### src/rtl/ft245_fifo_bridge.sv
// FT245-style parallel FIFO pad bridge: RX/TX FIFOs on the user side, a
// round-robin read/write strobe sequencer on the pad side.
module ft245_fifo_bridge #(
    parameter int unsigned RX_DEPTH = 16,
    parameter int unsigned TX_DEPTH = 16,
    parameter int unsigned RD_PULSE = 4,
    parameter int unsigned WR_SETUP = 2,
    parameter int unsigned WR_PULSE = 4,
    parameter int unsigned GAP      = 4
) (
    input  logic                          clk,
    input  logic                          rst,
    input  logic                          uart_txe,
    input  logic                          uart_rxf,
    input  logic [7:0]                    uart_di,
    output logic [7:0]                    uart_do,
    output logic                          uart_oe,
    output logic                          uart_wr,
    output logic                          uart_rd,
    output logic [7:0]                    rx_data,
    output logic                          rx_valid,
    input  logic                          rx_ready,
    input  logic [7:0]                    tx_data,
    input  logic                          tx_valid,
    output logic                          tx_ready,
    output logic [$clog2(RX_DEPTH):0]     rx_count,
    output logic [$clog2(TX_DEPTH):0]     tx_count
);

    localparam int unsigned RAW = $clog2(RX_DEPTH);
    localparam int unsigned TAW = $clog2(TX_DEPTH);
    localparam int unsigned M1  = (RD_PULSE > WR_SETUP) ? RD_PULSE : WR_SETUP;
    localparam int unsigned M2  = (M1 > WR_PULSE) ? M1 : WR_PULSE;
    localparam int unsigned M3  = (M2 > GAP) ? M2 : GAP;
    localparam int unsigned CW  = $clog2(M3) + 1;

    typedef enum logic [2:0] {
        S_IDLE,
        S_RD,
        S_WR_SU,
        S_WR,
        S_GAP
    } state_t;

    logic          stxe_meta_q, stxe_q, srxf_meta_q, srxf_q;
    state_t        state_q, state_d;
    logic [CW-1:0] cnt_q, cnt_d;
    logic          last_wr_q, last_wr_d;
    logic [7:0]    uart_do_q, uart_do_d;
    logic          uart_rd_q, uart_rd_d;
    logic          uart_wr_q, uart_wr_d;
    logic          uart_oe_q, uart_oe_d;

    logic [7:0]    rx_mem_q [RX_DEPTH];
    logic [7:0]    rx_mem_d [RX_DEPTH];
    logic [RAW-1:0] rx_wptr_q, rx_wptr_d, rx_rptr_q, rx_rptr_d;
    logic [RAW:0]  rx_cnt_q, rx_cnt_d;

    logic [7:0]    tx_mem_q [TX_DEPTH];
    logic [7:0]    tx_mem_d [TX_DEPTH];
    logic [TAW-1:0] tx_wptr_q, tx_wptr_d, tx_rptr_q, tx_rptr_d;
    logic [TAW:0]  tx_cnt_q, tx_cnt_d;

    logic rx_full, tx_full, rx_push, rx_pop, tx_push, tx_pop;
    logic rreq, wreq, cnt_last;

    assign rx_full  = (rx_cnt_q == (RAW+1)'(RX_DEPTH));
    assign tx_full  = (tx_cnt_q == (TAW+1)'(TX_DEPTH));
    assign rx_valid = (rx_cnt_q != '0);
    assign rx_data  = rx_mem_q[rx_rptr_q];
    assign tx_ready = !tx_full;
    assign rx_count = rx_cnt_q;
    assign tx_count = tx_cnt_q;
    assign uart_do  = uart_do_q;
    assign uart_rd  = uart_rd_q;
    assign uart_wr  = uart_wr_q;
    assign uart_oe  = uart_oe_q;

    assign rreq     = !srxf_q && !rx_full;
    assign wreq     = !stxe_q && (tx_cnt_q != '0);
    assign cnt_last = (cnt_q == '0);
    assign rx_pop   = rx_valid && rx_ready;
    assign tx_push  = tx_valid && tx_ready;

    always_comb begin
        state_d   = state_q;
        cnt_d     = cnt_q;
        last_wr_d = last_wr_q;
        uart_do_d = uart_do_q;
        rx_push   = 1'b0;
        tx_pop    = 1'b0;
        case (state_q)
            S_IDLE: begin
                // last_wr_q set means RD has priority on contention
                if (rreq && (!wreq || last_wr_q)) begin
                    state_d   = S_RD;
                    cnt_d     = CW'(RD_PULSE - 1);
                    last_wr_d = 1'b0;
                end else if (wreq) begin
                    state_d   = S_WR_SU;
                    cnt_d     = CW'(WR_SETUP - 1);
                    last_wr_d = 1'b1;
                    uart_do_d = tx_mem_q[tx_rptr_q];
                end
            end
            S_RD: begin
                if (cnt_last) begin
                    rx_push = !rx_full;
                    state_d = S_GAP;
                    cnt_d   = CW'(GAP - 1);
                end else begin
                    cnt_d = cnt_q - CW'(1);
                end
            end
            S_WR_SU: begin
                if (cnt_last) begin
                    state_d = S_WR;
                    cnt_d   = CW'(WR_PULSE - 1);
                end else begin
                    cnt_d = cnt_q - CW'(1);
                end
            end
            S_WR: begin
                if (cnt_last) begin
                    tx_pop  = 1'b1;
                    state_d = S_GAP;
                    cnt_d   = CW'(GAP - 1);
                end else begin
                    cnt_d = cnt_q - CW'(1);
                end
            end
            S_GAP: begin
                if (cnt_last) begin
                    state_d = S_IDLE;
                    cnt_d   = '0;
                end else begin
                    cnt_d = cnt_q - CW'(1);
                end
            end
            default: begin
                state_d = S_IDLE;
                cnt_d   = '0;
            end
        endcase
        // Strobes are decoded from the next state so they line up with state_q.
        uart_rd_d = (state_d == S_RD);
        uart_wr_d = (state_d == S_WR);
        uart_oe_d = (state_d == S_WR_SU) || (state_d == S_WR);
    end

    always_comb begin
        rx_mem_d  = rx_mem_q;
        rx_wptr_d = rx_wptr_q;
        rx_rptr_d = rx_rptr_q;
        rx_cnt_d  = rx_cnt_q;
        if (rx_push) begin
            rx_mem_d[rx_wptr_q] = uart_di;
            rx_wptr_d = rx_wptr_q + RAW'(1);
        end
        if (rx_pop) begin
            rx_rptr_d = rx_rptr_q + RAW'(1);
        end
        case ({rx_push, rx_pop})
            2'b10:   rx_cnt_d = rx_cnt_q + (RAW+1)'(1);
            2'b01:   rx_cnt_d = rx_cnt_q - (RAW+1)'(1);
            default: rx_cnt_d = rx_cnt_q;
        endcase
    end

    always_comb begin
        tx_mem_d  = tx_mem_q;
        tx_wptr_d = tx_wptr_q;
        tx_rptr_d = tx_rptr_q;
        tx_cnt_d  = tx_cnt_q;
        if (tx_push) begin
            tx_mem_d[tx_wptr_q] = tx_data;
            tx_wptr_d = tx_wptr_q + TAW'(1);
        end
        if (tx_pop) begin
            tx_rptr_d = tx_rptr_q + TAW'(1);
        end
        case ({tx_push, tx_pop})
            2'b10:   tx_cnt_d = tx_cnt_q + (TAW+1)'(1);
            2'b01:   tx_cnt_d = tx_cnt_q - (TAW+1)'(1);
            default: tx_cnt_d = tx_cnt_q;
        endcase
    end

    always_ff @(posedge clk) begin
        rx_mem_q <= rx_mem_d;
        tx_mem_q <= tx_mem_d;
    end

    always_ff @(posedge clk) begin
        if (!rst) begin
            stxe_meta_q <= 1'b1;
            stxe_q      <= 1'b1;
            srxf_meta_q <= 1'b1;
            srxf_q      <= 1'b1;
            state_q     <= S_IDLE;
            cnt_q       <= '0;
            last_wr_q   <= 1'b1;
            uart_do_q   <= '0;
            uart_rd_q   <= 1'b0;
            uart_wr_q   <= 1'b0;
            uart_oe_q   <= 1'b0;
            rx_wptr_q   <= '0;
            rx_rptr_q   <= '0;
            rx_cnt_q    <= '0;
            tx_wptr_q   <= '0;
            tx_rptr_q   <= '0;
            tx_cnt_q    <= '0;
        end else begin
            stxe_meta_q <= uart_txe;
            stxe_q      <= stxe_meta_q;
            srxf_meta_q <= uart_rxf;
            srxf_q      <= srxf_meta_q;
            state_q     <= state_d;
            cnt_q       <= cnt_d;
            last_wr_q   <= last_wr_d;
            uart_do_q   <= uart_do_d;
            uart_rd_q   <= uart_rd_d;
            uart_wr_q   <= uart_wr_d;
            uart_oe_q   <= uart_oe_d;
            rx_wptr_q   <= rx_wptr_d;
            rx_rptr_q   <= rx_rptr_d;
            rx_cnt_q    <= rx_cnt_d;
            tx_wptr_q   <= tx_wptr_d;
            tx_rptr_q   <= tx_rptr_d;
            tx_cnt_q    <= tx_cnt_d;
        end
    end

endmodule

### config.mk
export PLATFORM = sky130hd
export DESIGN_NAME = ft245_fifo_bridge
export DESIGN_NICKNAME = d
export VERILOG_FILES = /design/src/rtl/ft245_fifo_bridge.sv
export SDC_FILE = /design/constraint.sdc
export NUM_CORES = 1
export LEC_CHECK = 0
export CAP_MARGIN = 0
export CORE_UTILIZATION = 55
export CTS_CLUSTER_DIAMETER = 150
export DETAILED_ROUTE_END_ITERATION = 16
export PLACE_DENSITY_LB_ADDON = 0.15
export RECOVER_POWER = 100
export REMOVE_ABC_BUFFERS = 1
export SLEW_MARGIN = 20
export SYNTH_ARGS = -nofsm -noshare
export SYNTH_HDL_FRONTEND = slang
export SYNTH_SLANG_ARGS = --single-unit
### constraint.sdc
create_clock -name clk -period 4.1 [get_ports clk]
set_input_delay 0.615 -clock clk [delete_from_list [all_inputs] [get_ports clk]]
set_output_delay 0.615 -clock clk [all_outputs]
set_load 0.01 [all_outputs]
Figure 1. Port wiring.
Scale: 2 px per µm.
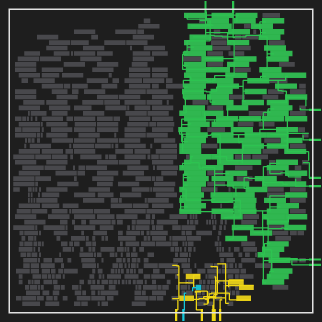
Cyan shows rx_ready, bits 1, direction input, end cells 1, buffers 1, wire 13.9 µm. Yellow shows rx_count, bits 5, direction output, end cells 5, buffers 5, wire 238 µm. Green shows uart_di, bits 8, direction input, end cells 128, buffers 8, wire 1260 µm.
# IOs: 53
number of I/O port buffers: 52

Figure 2. Zoomed window.
Window x 103 to 123, y 103 to 123 µm. Cells in gray, sequential cells in the stronger gray; small squares are vias.
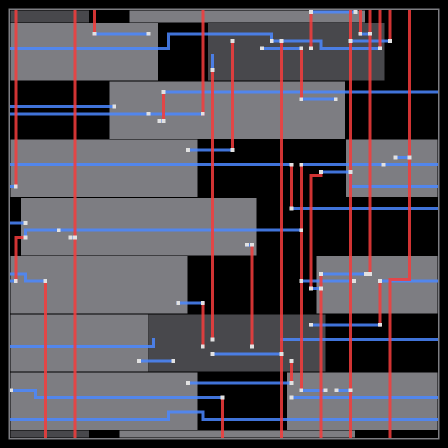
Blue shows met1. Red shows met2.
11 logic cells have their middle in the window. Most frequent: edfxtp_1 (9), mux4_2 (2). Sequential cells in the window: 9. Netlist names of flops here include rx_mem_q (9).

Figure 3. The metal 2 layer.
Scale: 2 px per µm.
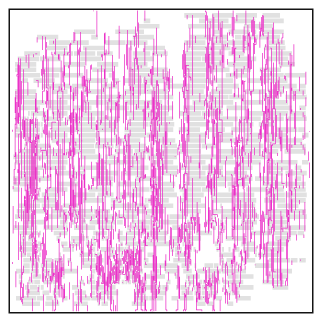
The longest straight run is 69.0 µm. 697 nets have wire on it.
Vias: 6071
Total Wirelength: 22200 µm
routing usage on met2: 0.368

Figure 4. Clock nets.
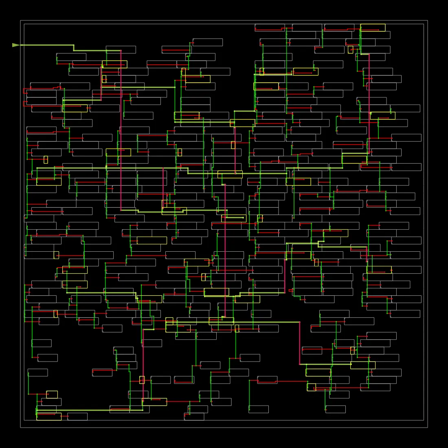
flop count: 304
Final Skew: 12.6 ps
clock buffers: 34
P_clk: 0.00252 W
clk ins delay skew pair: 550 ps

==> impl_metrics.toml <==
# implementation run metrics
[detailed_routing]
drt_pass1_iterations = 4
topRoutingLayerUsed = "met4"
route.met3.wl_um = 857
dr.first_iter.drc_count = 354
met1_length_um = 9100

[power_and_ir_drop]
seq_power_share = 0.522
power_leader = "registers"
p_int_w = 0.00515

[finish]
num_antenna_cells = 0
area_growth_syn_to_layout_pct = 13.9
comb_area_um2 = 3340
bufAreaShareNonClock = 0.0444
nNonClkBuffers = 70
fin_util = 0.639

[sta]
rsz0062_at_grt = "no"
tightest_slew_ps = 1080
slew_violations = 0
max-slew-margin-rel = 0.280

[clocking]
postCtsSetupRepairBufs = 0
path_clk_slew_ps = 60
cts_tree = "built"
cts_hold_buf = 0

[floorplan]
die_w_um = 151
n_tap_cell = 280
coreArea_um2 = 21800
dieArea_um2 = 22800

[setup_path]
r2r-end = "tx_count[4]"
worstPathRequired_ps = 3480
path_delay_family = "multiplexers"
critical_path.max_fanout = 30

[grt]
grtUsageMet1 = 0.258
grt_pass1_wl_um = 34300

[yosys]
yosysCellCount = 688
postSynthSeqShare = 0.709
mux_share = 0.151
ys_sh_aoi = 0.0274
ys_chip_area_um2 = 12200
syn_avg_cell_area_um2 = 17.7

[run_status]
status = "complete, no violations"

[placed_design]
hpwl_um = 14400

[min_path]
min_from = "stxe_meta_q"
==> per-stage QoR <==
step / total power, W / instances / hold WS [ps] / setup WS [ps]
after global routing: 0.00682 / 1053 / 433 / 274
after CTS: 0.00668 / 1053 / 410 / 607
final: 0.00659 / 1053 / 410 / 397
after detailed placement: 0.00418 / 1002 / 395 / 916
after floorplan: 0.00392 / 652 / 386 / 824
after global placement: 0.00415 / 1002 / 391 / 987
==> worst register-to-register path: stages, from the launching register on <==
cell	delay, ps
dfxtp_1	370
or4b_1	620
nor3b_1	740
ha_1	420
ha_1	310
a21o_1	170
a21oi_1	160
xor2_1	90
or3_1	310
a21boi_0	160
Power and IR drop assume default switching activity.
